**config.mk**
```make
export PLATFORM = sky130hd
export DESIGN_NAME = inject_arbiter
export DESIGN_NICKNAME = d
export VERILOG_FILES = /design/src/rtl/inject_arbiter.sv
export SDC_FILE = /design/constraint.sdc
export NUM_CORES = 1
export LEC_CHECK = 0
export CAP_MARGIN = 20
export CORE_ASPECT_RATIO = 1.4
export CORE_UTILIZATION = 49
export CTS_CLUSTER_SIZE = 8
export DETAILED_ROUTE_END_ITERATION = 16
export PLACE_DENSITY = 0.75
export SYNTH_ARGS = -nofsm -noshare
export SYNTH_HDL_FRONTEND = slang
export SYNTH_SLANG_ARGS = --single-unit
```
**constraint.sdc**
```tcl
create_clock -name clk_i -period 3.88 [get_ports clk_i]
set_input_delay 0.776 -clock clk_i [delete_from_list [all_inputs] [get_ports clk_i]]
set_output_delay 0.776 -clock clk_i [all_outputs]
set_load 0.01 [all_outputs]
```
**src/rtl/inject_arbiter.sv**
```systemverilog
// inject_arbiter: round-robin sharing of the NoC injection port between task-packet injectors.
// An owner keeps the port until the end of its packet, found by parsing the text/data sizes in the header.
module inject_arbiter #(
  parameter int N_SRC     = 2,
  parameter int FLIT_SIZE = 32
) (
  input  logic                       clk_i,
  input  logic                       rst_ni,
  input  logic [N_SRC-1:0]           req_tx_i,
  input  logic [N_SRC*FLIT_SIZE-1:0] req_data_i,
  output logic [N_SRC-1:0]           req_credit_o,
  output logic                       tx_o,
  input  logic                       credit_i,
  output logic [FLIT_SIZE-1:0]       data_o,
  output logic [N_SRC-1:0]           grant_o,
  output logic                       busy_o
);
  localparam int IW = $clog2(N_SRC);
  localparam logic [N_SRC-1:0] ONE = N_SRC'(1);

  typedef enum logic [1:0] {IDLE, HDR, PAYLOAD} state_t;

  state_t          state_q;
  logic [IW-1:0]   g_q, rr_q, win, rr_d;
  logic            found, fwd, xfer;
  logic [1:0]      hdr_cnt_q;
  logic [32:0]     sum_q, sum_d;
  logic [30:0]     pay_cnt_q, words;

  function automatic logic [IW-1:0] wrap(input int v);
    return IW'(v % N_SRC);
  endfunction

  // Forwarding is a pure pass-through of the owner's stream while a packet is open.
  assign fwd          = state_q != IDLE;
  assign tx_o         = fwd & req_tx_i[g_q];
  assign data_o       = fwd ? req_data_i[g_q*FLIT_SIZE +: FLIT_SIZE] : '0;
  assign req_credit_o = (fwd & credit_i) ? ONE << g_q : '0;
  assign xfer         = tx_o & credit_i;
  assign sum_d        = sum_q + 33'(data_o);
  assign words        = sum_q[32:2];
  assign rr_d         = wrap(int'(g_q) + 1);

  always_comb begin
    win   = rr_q;
    found = 1'b0;
    for (int i = 0; i < N_SRC; i++) begin
      if (!found && req_tx_i[wrap(int'(rr_q) + i)]) begin
        win   = wrap(int'(rr_q) + i);
        found = 1'b1;
      end
    end
  end

  always_ff @(posedge clk_i or negedge rst_ni) begin
    if (!rst_ni) begin
      state_q   <= IDLE;
      g_q       <= '0;
      rr_q      <= '0;
      grant_o   <= '0;
      busy_o    <= 1'b0;
      hdr_cnt_q <= '0;
      sum_q     <= '0;
      pay_cnt_q <= '0;
    end else begin
      case (state_q)
        IDLE: if (found) begin
          state_q   <= HDR;
          g_q       <= win;
          grant_o   <= ONE << win;
          busy_o    <= 1'b1;
          hdr_cnt_q <= '0;
        end
        HDR: if (xfer) begin
          hdr_cnt_q <= hdr_cnt_q + 2'd1;
          if (hdr_cnt_q == 2'd0) sum_q <= 33'(data_o);
          if (hdr_cnt_q == 2'd1) sum_q <= sum_d;
          if (hdr_cnt_q == 2'd3) begin
            if (words == '0) begin
              state_q <= IDLE;
              grant_o <= '0;
              busy_o  <= 1'b0;
              rr_q    <= rr_d;
            end else begin
              state_q   <= PAYLOAD;
              pay_cnt_q <= words;
            end
          end
        end
        PAYLOAD: if (xfer) begin
          pay_cnt_q <= pay_cnt_q - 31'd1;
          if (pay_cnt_q == 31'd1) begin
            state_q <= IDLE;
            grant_o <= '0;
            busy_o  <= 1'b0;
            rr_q    <= rr_d;
          end
        end
        default: state_q <= IDLE;
      endcase
    end
  end
endmodule

```
==> flow_metrics.env, run 1 <==
# flow metrics
export IMPL_synth_area_um2=6140
export IMPL_outcome="finished, final reports clean"
export IMPL_power_density_nw_per_um2=833
export IMPL_edf_count=0
export IMPL_antenna_found_initial=0
export IMPL_hold_violations=0
export IMPL_drc=0
export IMPL_ys_area_um2=6140
export IMPL_seq_cells=73
export IMPL_vias=6414
export IMPL_worstPathBufferInverterCount=2
export IMPL_most_common_cell="a21oi_1"
export IMPL_synthTopCellsByArea="dfrtp_1 (30%), ha_1 (8.3%), a21oi_1 (8.1%)"
export IMPL_powerClk_uw=916
export IMPL_rows=48
export IMPL_critPathMaxStageDelay_ps=490
export IMPL_buffers=145
export IMPL_path_clk_slew_ps=60
export IMPL_power_leader="combinational cells"
export IMPL_cp_num_cells=14
export IMPL_largest_area_cell="dfrtp_1"
export IMPL_worst_setup_path_start_kind="primary input"
export IMPL_grt_pass1_vias=6248
export IMPL_antenna_cells=0
export IMPL_ant_nets=0
export IMPL_dieHeight_um=135
export IMPL_synth_area_per_cell_um2=7.78
export IMPL_finalWirelength_um=18400
export IMPL_cp_cell_sequence="clkdlybuf4s50_1, mux2i_1, nor2_1, fa_2, a21o_1, a31o_1, a2111oi_2, buf_4, o41a_1, nor4b_2, a211o_1, a31oi_4, or4_1, o21ai_1"
export IMPL_crit_arrival_ps=3970
export IMPL_multi_input_comb_cells=651
export IMPL_grt_use_met3=0.0352
export IMPL_wire_per_inst_um=17.5
export IMPL_finalSetupViolations=0
export IMPL_holdWs_ps=490
export IMPL_ff2ff_path_depth=14
export IMPL_wl_met2_um=9370
export IMPL_initCoreUtil=0.502
export IMPL_highest_layer="met4"
export IMPL_maxCapViolations=0
export IMPL_taps=150
export IMPL_buffer_area_frac=0.173
export IMPL_end_kind="flop"
export IMPL_yosys_warnings=0
export IMPL_worst_pin_slew_ps=984
export IMPL_clkLatencyLatePin_ps=330
export IMPL_seqCellArea_um2=1830
export IMPL_grt_max_degree=74
export IMPL_synthFlopType="dfrtp_1"
export IMPL_via_per_inst=6.09
export IMPL_synth_flops=73
[run 1: cells by family (layout without fill, tap and decap cells)]
logic type | after synthesis | in the layout | share of synthesized area
AND-OR/OR-AND | 265 | 265 | 0.255
XOR/XNOR | 25 | 25 | 0.0356
adder cells (fa/ha/maj) | 42 | 42 | 0.0867
buffers and inverters | 66 | 180 | 0.0403
flip-flops | 73 | 73 | 0.297
multiplexers | 40 | 40 | 0.0656
AND/OR/NAND/NOR | 279 | 279 | 0.220
[run 1: state kept, by name, summed over array words and instances, names as in the netlist]
name and cells:
state_q 2, sum_q 33, grant_o 2, rr_q 1, pay_cnt_q 31, hdr_cnt_q 2, busy_o 1, g_q 1
**Run 1: wires at chosen ports, followed through buffers**

(2 px per µm)
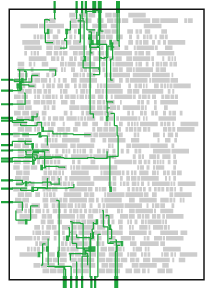
data_o -> green  # bits 32, direction output, edge 13 left, 10 top, 9 bottom, end cells 32, buffers 38, wire 1,270 µm

**Run 1: drive-strength map**

(4 px per µm)
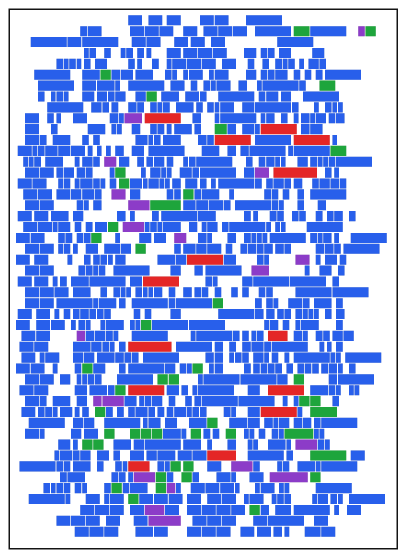
drive 2 -> purple  # cells 20, most used ha_2
drive 3 to 4 -> green  # cells 46, most used buf_4
drive 1 or less -> blue  # cells 824, most used clkdlybuf4s50_1
drive 6 and up -> red  # cells 14, most used clkbuf_16

**Run 1: routed metal, one color a layer**

(4 px per µm) Two of the layers only.
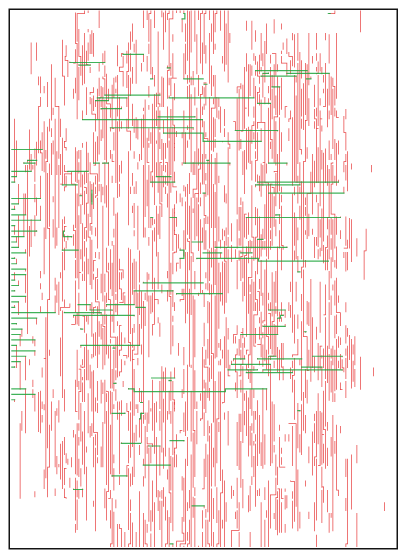
met3 -> green  # wire length 796 µm
met2 -> red  # wire length 9,370 µm

**Run 1: I/O pins on the die edge**

(4 px per µm) Pins as bars across the die edge, other pins in gray.
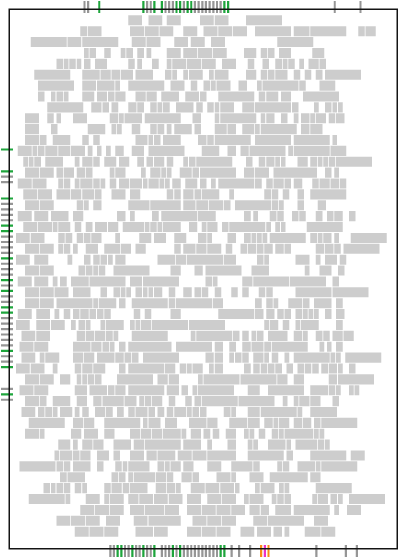

==> run 2: changes to the inputs <==
- CELL_PAD_IN_SITES_DETAIL_PLACEMENT: unset -> 1
- CELL_PAD_IN_SITES_GLOBAL_PLACEMENT: unset -> 1
- CORE_MARGIN: unset -> 2
- CORE_UTILIZATION: 49 -> 36
**Run 2: I/O pins on the die edge**

(3 px per µm) Pins as bars across the die edge, other pins in gray.
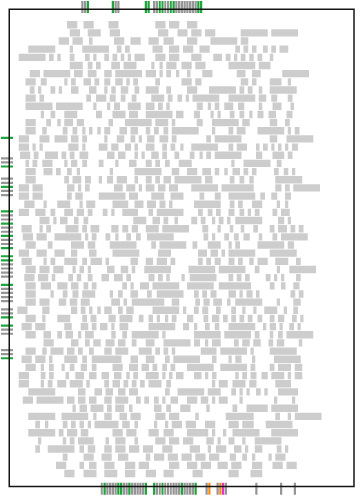
data_o -> green  # pins 32, direction output, edge 13 left, 10 top, 9 bottom
req_credit_o -> orange  # pins 2, direction output, edge bottom
credit_i -> magenta  # pins 1, direction input, edge bottom
all pins by edge = 42 bottom, 39 left, 26 top

==> run 2 against run 1 <==
Clock-buffer cell count fell by 2; via count increased by 1.0%; critical path depth is the same; non-clock buffer count up 13; sequential cell count unchanged; critical endpoint is now sum_q[30]; largest cell class unchanged; highest routed layer unchanged.
==> flow_metrics.env, run 2 <==
# flow metrics
export IMPL_worst_pin_slew_ps=925
export IMPL_taps=203
export IMPL_adder_share=0.0867
export IMPL_largest_area_cell="dfrtp_1"
export IMPL_crit_arrival_ps=3870
export IMPL_crit_family="AND-OR/OR-AND gates"
export IMPL_drc=0
export IMPL_grt_use_met3=0.0263
export IMPL_critPathMaxStageDelay_ps=400
export IMPL_holdWs_ps=516
export IMPL_setup_tns_ps=0
export IMPL_multi_input_comb_cells=651
export IMPL_clkSinkCount=73
export IMPL_async_flop_share=1.00
export IMPL_top_logic_kind="AND-OR/OR-AND gates"
export IMPL_initCoreUtil=0.367
export IMPL_seqCellArea_um2=1830
export IMPL_ys_cells=790
export IMPL_ys_area_um2=6140
export IMPL_mux_area_frac=0.0656
export IMPL_wl_met2_um=11600
export IMPL_end_kind="flop"
export IMPL_post_route_cell_area_um2=8100
export IMPL_most_common_cell="a21oi_1"
export IMPL_synthFlopType="dfrtp_1"
export IMPL_layout_min_cycle_time_ps=3670
export IMPL_hold_violations=0
export IMPL_vias=6480
export IMPL_power_density_nw_per_um2=854
export IMPL_worst_setup_path_start_kind="primary input"
export IMPL_lay_top_cells="clkdlybuf4s50_1 (103), a21oi_1 (99), nor2_1 (77), nand2_1 (77), dfrtp_1 (72)"
export IMPL_dieHeight_um=159
export IMPL_hold_depth=2
export IMPL_seq_cells=73
export IMPL_buffer_area_frac=0.181
export IMPL_clkLatencyLatePin_ps=350
export IMPL_largest_register="sum_q"
export IMPL_maxCapViolations=0
export IMPL_grt_max_degree=62
export IMPL_drv_slew=0
export IMPL_cp_cell_sequence="clkdlybuf4s50_1, mux2i_1, nor2_1, ha_1, a211o_1, a31o_1, a2111oi_4, buf_4, o41a_1, nor4b_2, a211o_1, xor2_1, a21oi_1, o21ai_1"
export IMPL_wl_met1_um=9260
export IMPL_outcome="finished, final reports clean"
export IMPL_worstPathBufferInverterCount=2
export IMPL_comb_area_frac=0.511
export IMPL_synth_area_per_cell_um2=7.78
export IMPL_cts_tree="built"
export IMPL_fmax_ghz=0.272
export IMPL_antenna_found_initial=0
export IMPL_drt_initial_drc_count=287
export IMPL_synthTopCellsByArea="dfrtp_1 (30%), ha_1 (8.3%), a21oi_1 (8.1%)"
export IMPL_ys_sh_xor=0.0356
export IMPL_layout_top_cell="clkdlybuf4s50_1"
export IMPL_timing_final_crit_share=0.946
export IMPL_edf_count=0
export IMPL_largest_register_ffs=33
export IMPL_finalSetupViolations=0
export IMPL_pin_count=107
export IMPL_rows=56
export IMPL_nNetsFinal=1023
export IMPL_aoi_share=0.255
export IMPL_via_per_inst=5.79
export IMPL_dp_cells=1098
export IMPL_met3_length_um=532
export IMPL_hold_buffers=0
export IMPL_synth_flops=73
export IMPL_finalWirelength_um=21800
export IMPL_ant_nets=0
export IMPL_wire_per_inst_um=19.5
export IMPL_ff2ff_path_depth=15
export IMPL_cts_root_buf="clkbuf_16"
export IMPL_antenna_cells=0
export IMPL_path_clk_slew_ps=70
export IMPL_synth_simple_area_share=0.220
export IMPL_reg_largest_list="sum_q (33), pay_cnt_q (31)"
export IMPL_highest_layer="met4"
export IMPL_die_w_um=114
export IMPL_grt_pass1_vias=6955
export IMPL_buffers=158
export IMPL_synth_area_um2=6140
export IMPL_leakagePower_nw=3.49
export IMPL_yosys_warnings=0
export IMPL_setup_ws_ps=209
**Run 2: cell outlines without signal wires**

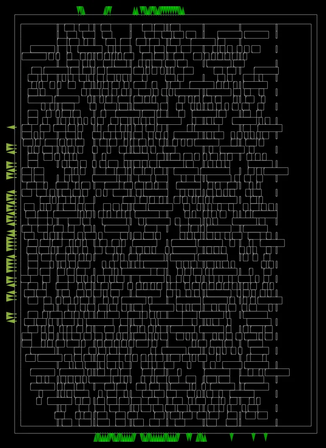
Post-Layout Cell Count: 1,120
core box area: 16,700 µm²

-- run 2: how the worst max path moves through the flow --
stage | start | endpoint | cells after the start
2_1_floorplan | state_q[0] | sum_q[28] | 17
3_3_place_gp | req_data_i[32] | sum_q[26] | 15
3_5_place_dp | req_data_i[32] | sum_q[26] | 15
6_report | req_data_i[36] | sum_q[30] | 14
4_1_cts | req_data_i[32] | sum_q[30] | 15
5_1_grt | req_data_i[36] | sum_q[30] | 14
-- run 2: where the power goes --
| group | leakage, nW | internal [mW] | switching, mW | total, mW |
|---|---|---|---|---|
| clock network | 0.163 | 0.633 | 0.365 | 0.998 |
| registers | 0.927 | 1.09 | 0.453 | 1.55 |
| logic | 2.40 | 1.95 | 2.42 | 4.37 |
| total | 3.49 | 3.68 | 3.24 | 6.91 |
==> run 3: changes to the inputs <==
- CTS_CLUSTER_DIAMETER: unset -> 100
**Run 3: I/O pins on the die edge**

(3 px per µm) Pins as bars across the die edge, other pins in gray.
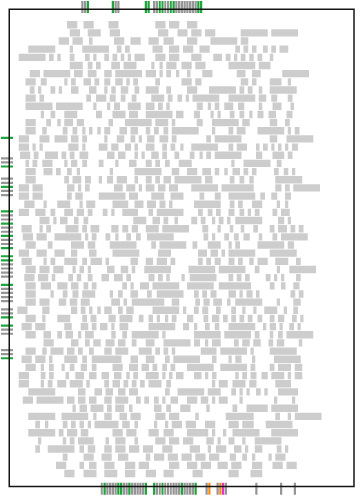
credit_i -> magenta  # pins 1, direction input, edge bottom
req_credit_o -> orange  # pins 2, direction output, edge bottom
data_o -> green  # pins 32, direction output, edge 13 left, 10 top, 9 bottom

==> run 3 against run 2 <==
Fmax stayed put; core utilization unchanged; cell area did not move; global-route usage stayed put; critical path type unchanged; highest routed layer unchanged; non-clock buffer count did not move; largest power group unchanged; sequential share of layout area is the same; sequential power hardly changed; power unchanged; via count did not move.
==> flow_metrics.env, run 3 <==
# flow metrics
export IMPL_switchingPower_mw=3.24
export IMPL_most_common_cell="a21oi_1"
export IMPL_leakagePower_nw=3.49
export IMPL_vias=6480
export IMPL_ys_area_um2=6140
export IMPL_wire_per_inst_um=19.5
export IMPL_met3_length_um=532
export IMPL_aoi_share=0.255
export IMPL_power_frac_seq=0.224
export IMPL_timing_final_crit_share=0.946
export IMPL_dieHeight_um=159
export IMPL_finalSetupViolations=0
export IMPL_nNetsFinal=1023
export IMPL_yosys_warnings=0
export IMPL_powerClk_uw=998
export IMPL_grt_use_met3=0.0263
export IMPL_ant_nets=0
export IMPL_highest_layer="met4"
export IMPL_worst_setup_path_start_kind="primary input"
export IMPL_clkSinkCount=73
export IMPL_via_per_inst=5.79
export IMPL_cts_tree="built"
export IMPL_initCoreUtil=0.367
export IMPL_ys_sh_xor=0.0356
export IMPL_synth_area_um2=6140
export IMPL_synth_simple_area_share=0.220
export IMPL_finalWirelength_um=21800
export IMPL_mux_area_frac=0.0656
export IMPL_outcome="finished, final reports clean"
export IMPL_hold_violations=0
export IMPL_p_sw_frac=0.468
export IMPL_grt_pass1_vias=6955
export IMPL_wl_met1_um=9260
export IMPL_drc=0
export IMPL_synth_flops=73
export IMPL_internal_power_mw=3.68
export IMPL_combPwrFrac=0.632
export IMPL_p_comb_mw=4.37
export IMPL_finalNonFillerCells=1120
export IMPL_setup_tns_ps=0
export IMPL_synthTopCellsByArea="dfrtp_1 (30%), ha_1 (8.3%), a21oi_1 (8.1%)"
export IMPL_synthFlopType="dfrtp_1"
export IMPL_antenna_cells=0
export IMPL_core_um2=16700
export IMPL_largest_register="sum_q"
export IMPL_holdWs_ps=516
export IMPL_clkLatencyLatePin_ps=350
export IMPL_layout_top_cell="clkdlybuf4s50_1"
export IMPL_edf_count=0
export IMPL_cts_root_buf="clkbuf_16"
export IMPL_power_leader="combinational cells"
export IMPL_setup_ws_ps=209
export IMPL_wl_met2_um=11600
export IMPL_path_clk_slew_ps=70
export IMPL_pin_count=107
export IMPL_cp_cell_sequence="clkdlybuf4s50_1, mux2i_1, nor2_1, ha_1, a211o_1, a31o_1, a2111oi_4, buf_4, o41a_1, nor4b_2, a211o_1, xor2_1, a21oi_1, o21ai_1"
export IMPL_worstPathBufferInverterCount=2
export IMPL_crit_family="AND-OR/OR-AND gates"
export IMPL_ys_cells=790
export IMPL_end_kind="flop"
export IMPL_adder_share=0.0867
export IMPL_fmax_ghz=0.272
export IMPL_worst_pin_slew_ps=925
export IMPL_largest_register_ffs=33
export IMPL_pwr_share_clk=0.144
export IMPL_drt_initial_drc_count=287
export IMPL_power_density_nw_per_um2=854
export IMPL_post_route_cell_area_um2=8100
export IMPL_reg_largest_list="sum_q (33), pay_cnt_q (31)"
export IMPL_dp_cells=1098
export IMPL_p_seq_mw=1.55
export IMPL_crit_arrival_ps=3870
export IMPL_antenna_found_initial=0
export IMPL_die_w_um=114
**Run 3: wires at chosen ports, followed through buffers**

(1.5 px per µm)
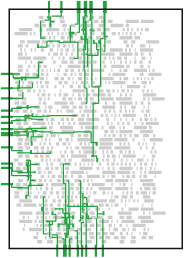
data_o -> green  # bits 32, direction output, edge 13 left, 10 top, 9 bottom, end cells 32, buffers 39, wire 1,430 µm

## run 3: cell counts in the layout (fill, tap and decap cells not counted)
Identical to the previous run, type by type.
## run 3: worst paths after layout
kind                            cells past startpoint  slack, ps       endpoint           start
worst max register to register                     15        240      sum_q[30]      state_q[0]
min in group asynchronous                           1        560       sum_q[0]          rst_ni
worst min register to register                      2        520       sum_q[0]        sum_q[0]
worst min-delay path                                2        520       sum_q[0]        sum_q[0]
worst max-delay path                               14        210      sum_q[30]  req_data_i[36]
max in group asynchronous                           2       2460  pay_cnt_q[30]          rst_ni
## run 3: cell type report
class / instances / area (µm²)
fillers: 2005 / 8650
multi-input cells: 651 / 4140
flip-flops and latches: 73 / 1830
repair buffers: 158 / 1460
well taps: 203 / 254
clock buffers: 10 / 229
clock inverters: 6 / 115
inverters: 19 / 71.3
No activity file was given, so power comes from the tool's default toggle rates.
